--- src/rtl/rst_seq_pkg.sv ---
// Shared types for the reset sequencer: FSM states, reset-cause codes, counter sizing.
// Latency: n/a (types and constants only).
// Backpressure: n/a.
package rst_seq_pkg;

  typedef enum logic [1:0] {
    HOLD    = 2'd0,
    RELEASE = 2'd1,
    RUN     = 2'd2
  } state_t;

  localparam logic [1:0] CAUSE_EXT  = 2'd0;
  localparam logic [1:0] CAUSE_SOFT = 2'd1;
  localparam logic [1:0] CAUSE_WDT  = 2'd2;

  // One extra bit over the largest terminal count so no counter can wrap.
  function automatic int cnt_width(input int a, input int b, input int c);
    int m;
    m = a;
    if (b > m) m = b;
    if (c > m) m = c;
    return $clog2(m) + 1;
  endfunction

endpackage

--- src/rtl/rst_seq_wdt.sv ---
// Watchdog for the reset sequencer: counts RUN cycles without a kick, flags timeout.
// Latency: timeout is combinational on the WDT_TIMEOUT-th unkicked RUN edge; the parent registers it.
// Backpressure: none; a kick on the final edge suppresses the timeout. Built only with RST_SEQ_WDT_EN.
module rst_seq_wdt
  import rst_seq_pkg::*;
#(
  parameter int WDT_TIMEOUT = 64,
  parameter int CW          = 8
) (
  input  logic clk,
  input  logic rst,
  input  logic run,
  input  logic kick,
  output logic timeout
);

  logic [CW-1:0] wcnt;

  assign timeout = run && !kick && (wcnt == CW'(WDT_TIMEOUT - 1));

  // Count unkicked RUN edges; any kick, leaving RUN or a timeout starts over from zero.
  always_ff @(posedge clk) begin
    if (rst || !run || kick || timeout) begin
      wcnt <= '0;
    end else begin
      wcnt <= wcnt + CW'(1);
    end
  end

endmodule

--- src/rtl/rst_seq.sv ---
// Reset sequencer: holds all domains, releases them in ascending order, tracks reset cause (watchdog with RST_SEQ_WDT_EN).
// Latency: domain 0 released HOLD_CYCLES edges after a reset event, each further domain STAGE_GAP edges later.
// Backpressure: none; soft_rst_req (or watchdog timeout) restarts the sequence from the edge it is sampled on.
module rst_seq
  import rst_seq_pkg::*;
#(
  parameter int N_DOM       = 3,
  parameter int HOLD_CYCLES = 16,
  parameter int STAGE_GAP   = 4,
  parameter int WDT_TIMEOUT = 64
) (
  input  logic             clk,
  input  logic             rst,
  input  logic             soft_rst_req,
  input  logic             wdt_kick,
  output logic [N_DOM-1:0] rst_out,
  output logic             seq_done,
  output logic [1:0]       rst_cause
);

  localparam int CW = cnt_width(HOLD_CYCLES, STAGE_GAP, WDT_TIMEOUT);
  localparam int IW = (N_DOM > 1) ? $clog2(N_DOM) : 1;
  localparam logic [IW-1:0] LAST_IDX = IW'(N_DOM - 1);

  state_t           state, state_nxt;
  logic [CW-1:0]    cnt, cnt_nxt;
  logic [IW-1:0]    idx, idx_nxt;
  logic [N_DOM-1:0] rst_out_nxt;
  logic             seq_done_nxt;
  logic [1:0]       rst_cause_nxt;
  logic             in_run;
  logic             wdt_to;

  assign in_run = (state == RUN);

`ifdef RST_SEQ_WDT_EN
  rst_seq_wdt #(
    .WDT_TIMEOUT(WDT_TIMEOUT),
    .CW         (CW)
  ) u_wdt (
    .clk    (clk),
    .rst    (rst),
    .run    (in_run),
    .kick   (wdt_kick),
    .timeout(wdt_to)
  );
`else
  // Port kept so the parent wiring is identical in both builds.
  logic unused_wdt_kick;
  assign unused_wdt_kick = wdt_kick;
  assign wdt_to          = 1'b0;
`endif

  // Next-state and next-output logic; a reset event overrides whatever the FSM was doing.
  always_comb begin
    state_nxt     = state;
    cnt_nxt       = cnt;
    idx_nxt       = idx;
    rst_out_nxt   = rst_out;
    seq_done_nxt  = seq_done;
    rst_cause_nxt = rst_cause;
    if (soft_rst_req || wdt_to) begin
      state_nxt     = HOLD;
      cnt_nxt       = '0;
      idx_nxt       = '0;
      rst_out_nxt   = '1;
      seq_done_nxt  = 1'b0;
      rst_cause_nxt = soft_rst_req ? CAUSE_SOFT : CAUSE_WDT;
    end else begin
      case (state)
        HOLD: begin
          if (cnt == CW'(HOLD_CYCLES - 1)) begin
            cnt_nxt        = '0;
            rst_out_nxt[0] = 1'b0;
            if (N_DOM == 1) begin
              state_nxt    = RUN;
              seq_done_nxt = 1'b1;
            end else begin
              idx_nxt   = IW'(1);
              state_nxt = RELEASE;
            end
          end else begin
            cnt_nxt = cnt + CW'(1);
          end
        end
        RELEASE: begin
          if (cnt == CW'(STAGE_GAP - 1)) begin
            cnt_nxt = '0;
            for (int k = 0; k < N_DOM; k++) begin
              if (IW'(k) == idx) rst_out_nxt[k] = 1'b0;
            end
            if (idx == LAST_IDX) begin
              state_nxt    = RUN;
              seq_done_nxt = 1'b1;
            end else begin
              idx_nxt = idx + IW'(1);
            end
          end else begin
            cnt_nxt = cnt + CW'(1);
          end
        end
        RUN: begin
          rst_out_nxt  = '0;
          seq_done_nxt = 1'b1;
        end
        default: begin
          state_nxt = HOLD;
        end
      endcase
    end
  end

  // State and output registers; master reset forces everything back to the held state.
  always_ff @(posedge clk) begin
    if (rst) begin
      state     <= HOLD;
      cnt       <= '0;
      idx       <= '0;
      rst_out   <= '1;
      seq_done  <= 1'b0;
      rst_cause <= CAUSE_EXT;
    end else begin
      state     <= state_nxt;
      cnt       <= cnt_nxt;
      idx       <= idx_nxt;
      rst_out   <= rst_out_nxt;
      seq_done  <= seq_done_nxt;
      rst_cause <= rst_cause_nxt;
    end
  end

endmodule

--- config.mk ---
export PLATFORM = sky130hd
export DESIGN_NAME = rst_seq
export DESIGN_NICKNAME = d
export VERILOG_FILES = /design/src/rtl/rst_seq_pkg.sv /design/src/rtl/rst_seq_wdt.sv /design/src/rtl/rst_seq.sv
export SDC_FILE = /design/constraint.sdc
export NUM_CORES = 1
export LEC_CHECK = 0
export ABC_AREA = 1
export CORE_AREA = 4 4 46 48
export DETAILED_ROUTE_END_ITERATION = 10
export DIE_AREA = 0 0 50 52
export GPL_TIMING_DRIVEN = 0
export HOLD_SLACK_MARGIN = 0.08
export PLACE_DENSITY = 0.79
export REMOVE_ABC_BUFFERS = 1
export SYNTH_ARGS = -nofsm -noshare
export SYNTH_HDL_FRONTEND = slang
export SYNTH_SLANG_ARGS = --single-unit
--- constraint.sdc ---
create_clock -name clk -period 3.4 [get_ports clk]
set_clock_uncertainty 0.1 [all_clocks]
set_input_delay 1.02 -clock clk [delete_from_list [all_inputs] [get_ports clk]]
set_output_delay 1.02 -clock clk [all_outputs]
set_load 0.1 [all_outputs]
### Routed clock nets over the placement, run 1

Scale: 10 px per um.
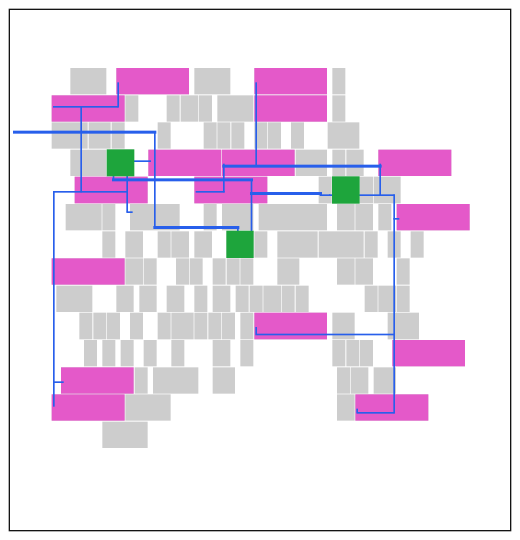
[cells driving clock nets] green | count: 3
[clock wires] blue | length: 196 um
[flip-flops] magenta | count: 16
routed clock nets	4
Worst-Skew Late Latency: 0.29 ns
clock distribution power: 0.124 mW
Clock power frac: 36.7%

### The metal 3 layer, run 1

Scale: 10 px per um.
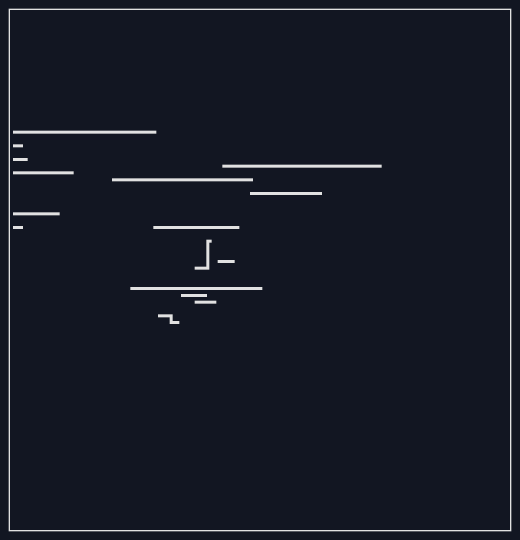
main direction	horizontal
share of all routed wire	6.3%

==> qor.json, run 1 <==
{
  "globalRouteTotalUtil_pct": 14.1,
  "critPathSlowestCell": "sky130_fd_sc_hd__clkdlybuf4s50_1",
  "timing_worst_slew_pin_value_ns": 0.975,
  "synthesis.area_sq_um": 805,
  "clock_cell_area_share_pct": 3.88,
  "power.ir.vdd_worst_mv": 0.347,
  "cp-endpoint": "rst_out[1]",
  "insertedDiodeCount": 0,
  "post-place-cells": 143,
  "number_of_inserted_filler_cells_in_the_final_layout": 170,
  "capture_endpoint_of_the_worst_hold_path": "rst_out[2]",
  "holdCritStartpoint": "rst_out[2]",
  "ys_ff": 16,
  "depth_of_the_worst_hold_timing_path": 2,
  "cts.reportedPaths.clkPinSlew_ns": 0.08,
  "synthTopCellsByArea": "sky130_fd_sc_hd__dfxtp_1 40%, sky130_fd_sc_hd__nand2_1 12%, sky130_fd_sc_hd__inv_1 7.9%, sky130_fd_sc_hd__nor2_1 6.5%, sky130_fd_sc_hd__ha_1 6.2%",
  "chipWidth_um": 50,
  "max_cap_violations": 0,
  "final-comb-area_sq_um": 409,
  "wire_per_inst_um": 10.3,
  "yosys_synthesis_chip_area_sq_um": 805,
  "comb_cells": 77,
  "first_global_vias": 677,
  "area_growth_syn_to_layout_pct": 16.2,
  "timing.critical_path.arrival_ns": 1.76,
  "r2r_slack_ns": 1.86,
  "critPathLaunch": "rst_out[1]",
  "grt_antenna_before_repair": 0,
  "yosysWarningCount": 0,
  "io_pins": 10,
  "post_cts_hold_buffer_count": 0,
  "worst-r2r-cell-count": 8,
  "cts_max_level": 1,
  "post_cts.resized_instances": 0,
  "vias": 710,
  "nNonClkInverters": 18,
  "detail_route.iter0.violations": 20,
  "critPathMaxFanout": 2,
  "cp.depth": 1,
  "layout_top_cells": "26 x sky130_fd_sc_hd__nand2_1, 17 x sky130_fd_sc_hd__inv_1, 16 x sky130_fd_sc_hd__dfxtp_1, 14 x sky130_fd_sc_hd__nor2_1, 8 x sky130_fd_sc_hd__nand3_1",
  "cts_max_path_buffers": 2,
  "yosys.area_share.simple_pct": 30.9,
  "finalCriticalPeriod_ns": 2.88,
  "design.core.area_sq_um": 1710,
  "slew_headroom_pct": 34.8,
  "seqAreaFraction_pct": 34.3,
  "post-dp-hpwl_mm": 1.19,
  "synth_cells": 112,
  "top_cells_by_count": "26 x sky130_fd_sc_hd__nand2_1, 17 x sky130_fd_sc_hd__inv_1, 16 x sky130_fd_sc_hd__dfxtp_1",
  "totalWireLength_mm": 1.52,
  "synth-seq-area-share_pct": 39.8,
  "warning_count": 28,
  "nClkBuffers": 4,
  "synth.largest_area_cell": "sky130_fd_sc_hd__dfxtp_1",
  "timing.critical_path.max_delay_family": "buffers and inverters",
  "final_layout_net_count": 131,
  "post_cts.repair.setup_buffers": 0,
  "crit_required_ns": 2.28,
  "register_area_sq_um": 320,
  "yosys-mux-area-fraction_pct": 0,
  "regMostFlops": "cnt",
  "finalWeightedCongestion": 0.884,
  "post_drt_via_cell_ratio": 4.83,
  "row_count": 15,
  "achievable-frequency_ghz": 0.347,
  "largestRegisters": "cnt: 7 flops, rst_out: 3 flops",
  "count_of_flip_flops_and_latches": 16,
  "synth_async_sr_flop_share_pct": 0,
  "dr.pass1.iters": 4,
  "critPathLaunchType": "flop",
  "synth_stat.cells": 112,
  "final_max_slew_violation_count": 0,
  "critPathMaxStageDelay_ns": 1.14,
  "yosys.area_share.xor_xnor_pct": 3.27,
  "run_status": "completed",
  "timing.hold.worst.class": "flop to flop",
  "endpoint_kind": "output pin",
  "largest_register_ff_count": 7,
  "placed_cell_area_sq_um": 898,
  "timing.final.hold_violations": 0
}
### Selected gate families, run 1

Scale: 6 px per um.
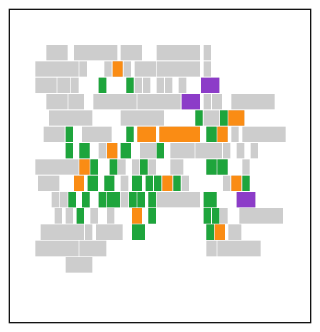
family	colour	cells	most used
XOR/XNOR gates	purple	3	xor2_1
NAND gates	green	37	nand2_1
inverting AOI/OAI gates	orange	12	o21ai_0
logic gate fraction of the total cell area: 43.8%
dominant logic cell type in the layout: sky130_fd_sc_hd__nand2_1
Non-Filler Instances: 147

[run 1: metrics by stage]
step / power [mW] / hold WS (ns) / worst slack, ns / util (%)
5_1_grt: 0.354 / 0.383 / 0.466 / 54.7
4_1_cts: 0.344 / 0.353 / 0.506 / 54.7
3_3_place_gp: 0.218 / 0.329 / 0.834 / 52.6
6_report: 0.339 / 0.349 / 0.517 / 54.7
3_5_place_dp: 0.219 / 0.336 / 0.837 / 52.6
2_1_floorplan: 0.212 / 0.346 / 1.36 / -
[run 1: metal layers]
layer	global-route usage [%]	routed length [um]	share of wire [%]
met5	0	0	0
met4	2.76	0	0
met3	5.16	96	6.3
met2	25.4	746	49
met1	15.8	678	45
[run 1: power breakdown]
group	switching, mW	internal [mW]
clock	0.0591	0.0652
combinational	0.0175	0.00609
sequential	0.00147	0.189
==> run 1 -> run 2 <==
==> constraint.sdc (replaced) <==
create_clock -name clk -period 2.75 [get_ports clk]
set_clock_uncertainty 0.1 [all_clocks]
set_input_delay 0.825 -clock clk [delete_from_list [all_inputs] [get_ports clk]]
set_output_delay 0.825 -clock clk [all_outputs]
set_load 0.1 [all_outputs]
### Routed clock nets over the placement, run 2

Scale: 10 px per um.
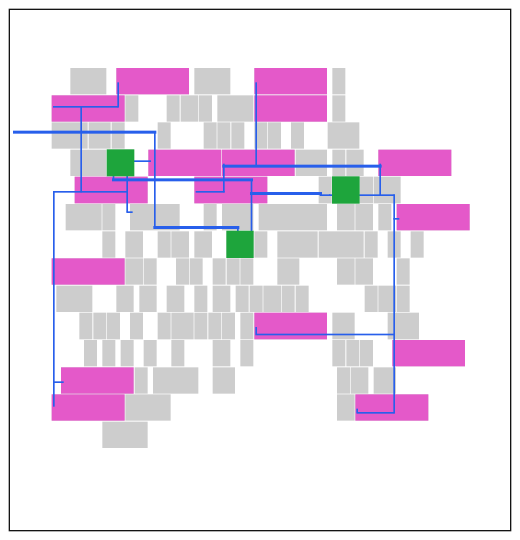
clock distribution power: 0.154 mW

### Metal layers overlaid, run 2

Scale: 6 px per um.
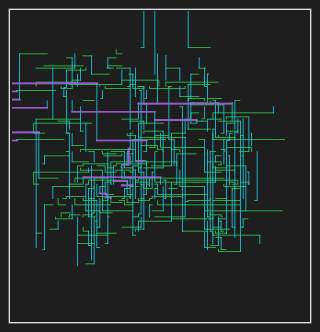
layer	colour	wire length
met1	green	679 um
met2	cyan	746 um
met3	purple	96.3 um
wire length per cell: 10.3 um
total routing resource utilization after global routing: 14.1%
final WL: 1.52 mm
via count: 710

==> qor.json, run 2 <==
{
  "run_status": "completed",
  "timing.critical_path.arrival_ns": 1.76,
  "capture_endpoint_of_the_worst_hold_path": "rst_out[2]",
  "cts_num_sinks": 16,
  "criticalPathCategory": "flop to output pin",
  "pwr.group.sequential_mw": 0.236,
  "synth_largest_type_area_fraction_pct": 39.8,
  "timing.hold.worst.class": "flop to flop",
  "regMostFlops": "cnt",
  "critPathMaxStageDelay_ns": 1.14,
  "synth_async_sr_flop_share_pct": 0,
  "die-height_um": 52,
  "remaining_drc_errors": 0,
  "finalCriticalPeriod_ns": 2.69,
  "logic_family": "simple AND/OR/NAND/NOR gates",
  "detail_route.iter0.violations": 20,
  "final_layout_net_count": 131,
  "comb_cells": 77,
  "flop_cell": "sky130_fd_sc_hd__dfxtp_1",
  "worst-r2r-cell-count": 8,
  "post-place-cells": 143,
  "achievable-frequency_ghz": 0.372,
  "dr.pass1.iters": 4,
  "post_cts.resized_instances": 0,
  "synth-seq-area-share_pct": 39.8,
  "design.core.area_sq_um": 1710,
  "endpoint_kind": "output pin",
  "p_seq_share_pct": 56.3,
  "depth_of_the_worst_hold_timing_path": 2,
  "cts.reportedPaths.clkPinSlew_ns": 0.08,
  "synth_stat.cells": 112,
  "setup_viol": 0,
  "grt_max_degree": 10,
  "largest_class": "logic gates",
  "clock_cell_area_share_pct": 3.88,
  "chipWidth_um": 50,
  "power.ir.vdd_worst_mv": 0.429,
  "enable_flop_cells": 0,
  "finalClockPeriodUsage_pct": 97.7,
  "tritoncts": "yes",
  "finalWeightedCongestion": 0.884,
  "cell_chain_critical_path": "clkdlybuf4s50_1",
  "cts_max_path_buffers": 2,
  "final_max_slew_violation_count": 0,
  "synth_cell_types": 22,
  "grt_overflow": 0,
  "timing.final.hold_violations": 0,
  "synthesis.area_sq_um": 805,
  "design.die.area_sq_um": 2600,
  "post-dp-hpwl_mm": 1.19,
  "cp-endpoint": "rst_out[1]",
  "cts-root-buf": "sky130_fd_sc_hd__clkbuf_4",
  "non_clock_buffer_area_share_pct": 7.50,
  "yosysMostFrequentCell": "sky130_fd_sc_hd__nand2_1",
  "insertedDiodeCount": 0,
  "detail-route-antenna-nets": 0,
  "nNonClkInverters": 18,
  "timing.setup.tns_ns": 0,
  "top_cells_by_count": "26 x sky130_fd_sc_hd__nand2_1, 17 x sky130_fd_sc_hd__inv_1, 16 x sky130_fd_sc_hd__dfxtp_1",
  "adder_share_pct": 6.22,
  "slew_headroom_pct": 34.8,
  "initial_core_util_pct": 47.1,
  "cp.depth": 1,
  "pwr_density_cell_nw_per_um2": 448,
  "crit_required_ns": 1.83,
  "largestRegisters": "cnt: 7 flops, rst_out: 3 flops",
  "count_of_flip_flops_and_latches": 16,
  "final.signal_buffer_count": 7,
  "max_cap_violations": 0,
  "static-leakage-power_nw": 0.386,
  "post_drt_via_cell_ratio": 4.83,
  "sw_frac_of_total_pct": 23.1,
  "critPathLaunch": "rst_out[1]",
  "layout_top_cells": "26 x sky130_fd_sc_hd__nand2_1, 17 x sky130_fd_sc_hd__inv_1, 16 x sky130_fd_sc_hd__dfxtp_1, 14 x sky130_fd_sc_hd__nor2_1, 8 x sky130_fd_sc_hd__nand3_1",
  "timing.critical_path.max_delay_family": "buffers and inverters",
  "synth.avg_cell_area_sq_um": 7.18,
  "power.net_switching_mw": 0.0965,
  "rr_endpoint": "rst_out[0]",
  "grt_antenna_before_repair": 0,
  "synth.largest_area_cell": "sky130_fd_sc_hd__dfxtp_1",
  "power.share.combinational_pct": 7.0,
  "post_cts_hold_buffer_count": 0,
  "number_of_buffer_cells_added_on_primary_ports": 7,
  "ys_ff": 16,
  "power.clock.fraction_pct": 36.7,
  "register_area_sq_um": 320,
  "first_global_vias": 677,
  "cell_internal_pwr_mw": 0.322,
  "yosys_synthesis_chip_area_sq_um": 805,
  "warning_count": 28,
  "nClkBuffers": 4,
  "largest_register_ff_count": 7,
  "worstPathBufferInverterCount": 1,
  "yosysWarningCount": 0,
  "row_count": 15,
  "yosys.area_share.aoi_pct": 9.95,
  "post_cts.repair.setup_buffers": 0,
  "synth_cells": 112,
  "regToRegStartpoint": "cnt[0]",
  "holdCritStartpoint": "rst_out[2]",
  "final-comb-area_sq_um": 409,
  "r2r_slack_ns": 1.21,
  "area_growth_syn_to_layout_pct": 16.2,
  "number_of_inserted_filler_cells_in_the_final_layout": 170,
  "yosys.area_share.xor_xnor_pct": 3.27,
  "critPathSlowestCell": "sky130_fd_sc_hd__clkdlybuf4s50_1",
  "cts_max_level": 1,
  "io_pins": 10,
  "clk-insertion-delay-late_ns": 0.29,
  "timing_worst_slew_pin_value_ns": 0.975,
  "floorplan.tapcells": 25,
  "rsz_0062_raised_after_global_routing": "false",
  "critPathLaunchType": "flop",
  "inserted_clock_buffers": 3,
  "comb-cell-share_pct": 43.8,
  "dominant_power_group": "sequential cells",
  "power_combinational_mw": 0.0292,
  "synthTopCellsByArea": "sky130_fd_sc_hd__dfxtp_1 40%, sky130_fd_sc_hd__nand2_1 12%, sky130_fd_sc_hd__inv_1 7.9%, sky130_fd_sc_hd__nor2_1 6.5%, sky130_fd_sc_hd__ha_1 6.2%",
  "critPathMaxFanout": 2,
  "yosys-mux-area-fraction_pct": 0,
  "grt_pass1_wl_mm": 2.82,
  "seqAreaFraction_pct": 34.3,
  "yosys.area_share.simple_pct": 30.9,
  "drive_gt1_share_pct": 9.84,
  "layout_top_cell": "sky130_fd_sc_hd__nand2_1",
  "layoutNonFillerInstCount": 147
}
[run 2: stage by stage]
| stage | utilization, % | area (sq um) | total power, mW | hold slack [ns] | setup slack [ns] |
|---|---|---|---|---|---|
| 6_report | 54.7 | 935 | 0.419 | 0.349 | 0.0623 |
| 5_1_grt | 54.7 | 935 | 0.438 | 0.383 | 0.0107 |
| 3_3_place_gp | 52.6 | 898 | 0.270 | 0.329 | 0.379 |
| 4_1_cts | 54.7 | 935 | 0.426 | 0.353 | 0.0507 |
| 2_1_floorplan | - | 797 | 0.262 | 0.346 | 0.900 |
| 3_5_place_dp | 52.6 | 898 | 0.270 | 0.336 | 0.382 |
[run 2: per-layer routing]
layer  up-vias  wire length [um]  track usage [%]
met3         0                96             5.16
li1        368                 -                -
met2        27               746             25.4
met4         0                 0             2.76
met1       315               678             15.8
met5         -                 0                0
==> run 2 -> run 3 <==
--- a/config.mk
+++ b/config.mk
@@ -7,6 +7,7 @@
 export LEC_CHECK = 0
 export ABC_AREA = 1
 export CORE_AREA = 4 4 46 48
+export CTS_CLUSTER_DIAMETER = 80
 export DETAILED_ROUTE_END_ITERATION = 10
 export DIE_AREA = 0 0 50 52
 export GPL_TIMING_DRIVEN = 0
### Selected gate families, run 3

Scale: 6 px per um.
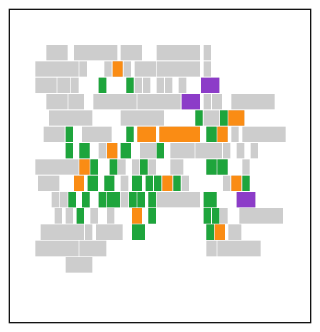

==> qor.json, run 3 <==
{
  "run_status": "completed",
  "clk-power_mw": 0.154,
  "synth_async_sr_flop_share_pct": 0,
  "cp.depth": 1,
  "timing.hold.worst.class": "flop to flop",
  "timing.final.ws_setup_ns": 0.0623,
  "chipWidth_um": 50,
  "yosys.area_share.xor_xnor_pct": 3.27,
  "cts-root-buf": "sky130_fd_sc_hd__clkbuf_4",
  "final_max_slew_violation_count": 0,
  "nClkBuffers": 4,
  "drive_gt1_share_pct": 9.84,
  "synth_largest_type_area_fraction_pct": 39.8,
  "yosysWarningCount": 0,
  "nNonClkInverters": 18,
  "timing.critical_path.arrival_ns": 1.76,
  "design.die.area_sq_um": 2600,
  "pwr.group.sequential_mw": 0.236,
  "cts_max_path_buffers": 2,
  "post-dp-hpwl_mm": 1.19,
  "cts_num_sinks": 16,
  "globalRoute.busiestLayer": "met2",
  "post-layout-total-power_mw": 0.419,
  "synth_cells": 112,
  "number_of_inserted_filler_cells_in_the_final_layout": 170,
  "seqAreaFraction_pct": 34.3,
  "initial_core_util_pct": 47.1,
  "detail_route.iter0.violations": 20,
  "achievable-frequency_ghz": 0.372,
  "yosys_synthesis_chip_area_sq_um": 805,
  "top_cells_by_count": "26 x sky130_fd_sc_hd__nand2_1, 17 x sky130_fd_sc_hd__inv_1, 16 x sky130_fd_sc_hd__dfxtp_1",
  "detail-route-antenna-nets": 0,
  "enable_flop_cells": 0,
  "die-height_um": 52,
  "use_met2_pct": 25.4,
  "row_count": 15,
  "synth-seq-area-share_pct": 39.8,
  "critPathMaxFanout": 2,
  "timing.critical_path.max_delay_family": "buffers and inverters",
  "p_seq_share_pct": 56.3,
  "critPathMaxStageDelay_ns": 1.14,
  "register_area_sq_um": 320,
  "final_design_area_no_fill_sq_um": 935,
  "met1Wirelength_um": 678,
  "largest_register_ff_count": 7,
  "routed_length_on_met3_um": 96,
  "regMostFlops": "cnt",
  "final.signal_buffer_count": 7,
  "count_of_flip_flops_and_latches": 16,
  "pre_cts_slack_ns": 0.382,
  "grt_overflow": 0,
  "cts.reportedPaths.clkPinSlew_ns": 0.08,
  "static-leakage-power_nw": 0.386,
  "grt_max_degree": 10,
  "power.net_switching_mw": 0.0965,
  "insertedDiodeCount": 0,
  "finalCriticalPeriod_ns": 2.69,
  "post_drt_via_cell_ratio": 4.83,
  "synth.avg_cell_area_sq_um": 7.18,
  "final-comb-area_sq_um": 409,
  "tritoncts": "yes",
  "synthTopCellsByArea": "sky130_fd_sc_hd__dfxtp_1 40%, sky130_fd_sc_hd__nand2_1 12%, sky130_fd_sc_hd__inv_1 7.9%, sky130_fd_sc_hd__nor2_1 6.5%, sky130_fd_sc_hd__ha_1 6.2%",
  "cell_internal_pwr_mw": 0.322,
  "route.met2.wl_um": 746,
  "crit_required_ns": 1.83,
  "power.share.combinational_pct": 7.0,
  "worstPathBufferInverterCount": 1,
  "synth_stat.cells": 112,
  "power_combinational_mw": 0.0292,
  "layout_top_cell": "sky130_fd_sc_hd__nand2_1",
  "inserted_clock_buffers": 3,
  "comb_cells": 77,
  "critPathSlowestCell": "sky130_fd_sc_hd__clkdlybuf4s50_1",
  "global_route.usage.met3_pct": 5.16,
  "post-place-cells": 143,
  "synthesis.area_sq_um": 805,
  "largest_class": "logic gates",
  "warning_count": 28,
  "totalWireLength_mm": 1.52,
  "criticalPathCategory": "flop to output pin",
  "cell_chain_critical_path": "clkdlybuf4s50_1",
  "floorplan.tapcells": 25,
  "dr.pass1.iters": 4,
  "finalCoreUtilization_pct": 54.7,
  "max_cap_violations": 0,
  "depth_of_the_worst_hold_timing_path": 2,
  "yosys.area_share.aoi_pct": 9.95,
  "non_clock_buffer_area_share_pct": 7.50,
  "timing_worst_slew_pin_value_ns": 0.975,
  "layout_top_cells": "26 x sky130_fd_sc_hd__nand2_1, 17 x sky130_fd_sc_hd__inv_1, 16 x sky130_fd_sc_hd__dfxtp_1, 14 x sky130_fd_sc_hd__nor2_1, 8 x sky130_fd_sc_hd__nand3_1",
  "yosys.area_share.simple_pct": 30.9,
  "io_pins": 10,
  "power.clock.fraction_pct": 36.7,
  "globalRouteTotalUtil_pct": 14.1,
  "largestRegisters": "cnt: 7 flops, rst_out: 3 flops",
  "final_layout_net_count": 131,
  "yosysMostFrequentCell": "sky130_fd_sc_hd__nand2_1",
  "finalWeightedCongestion": 0.884,
  "post_cts.resized_instances": 0,
  "synth_cell_types": 22,
  "grt_pass1_wl_mm": 2.82,
  "timing.hold.ws_ns": 0.349,
  "timing.setup.tns_ns": 0,
  "comb-cell-share_pct": 43.8,
  "pwr_density_cell_nw_per_um2": 448,
  "sw_frac_of_total_pct": 23.1
}
### The metal 3 layer, run 3

Scale: 10 px per um.
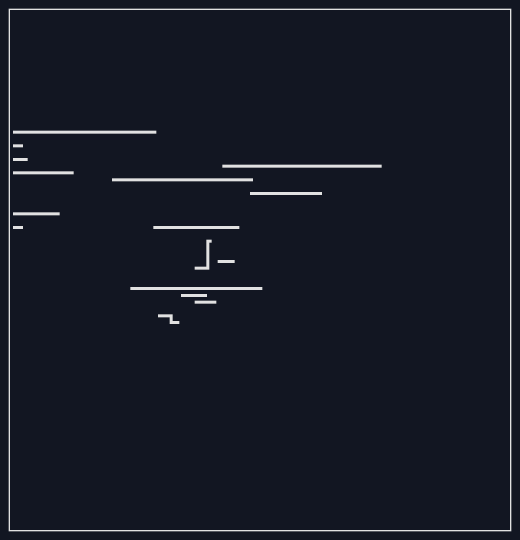
share of all routed wire	6.3%
wire length on this layer	96.3 um
longest straight run	15.6 um
main direction	horizontal

==> run 3: logic make-up (layout without fill, tap and decap cells) <==
| family | after synthesis | count (layout) |
|---|---|---|
| AND-OR/OR-AND | 12 | 12 |
| buffers and inverters | 19 | 29 |
| flip-flops | 16 | 16 |
| other | 1 | 1 |
| XOR/XNOR | 3 | 3 |
| adder cells (fa/ha/maj) | 4 | 4 |
| AND/OR/NAND/NOR | 57 | 57 |
==> run 3: path summary, 6_finish.rpt <==
kind,from,endpoint,slack [ns]
worst min register to register,rst_out[2],rst_out[2],0.35
worst max-delay path,rst_out[1],rst_out[1],0.06
worst max register to register,cnt[0],rst_out[0],1.21
worst min-delay path,rst_out[2],rst_out[2],0.35
Power figures rest on the tool's default switching activity, not on a simulated workload.
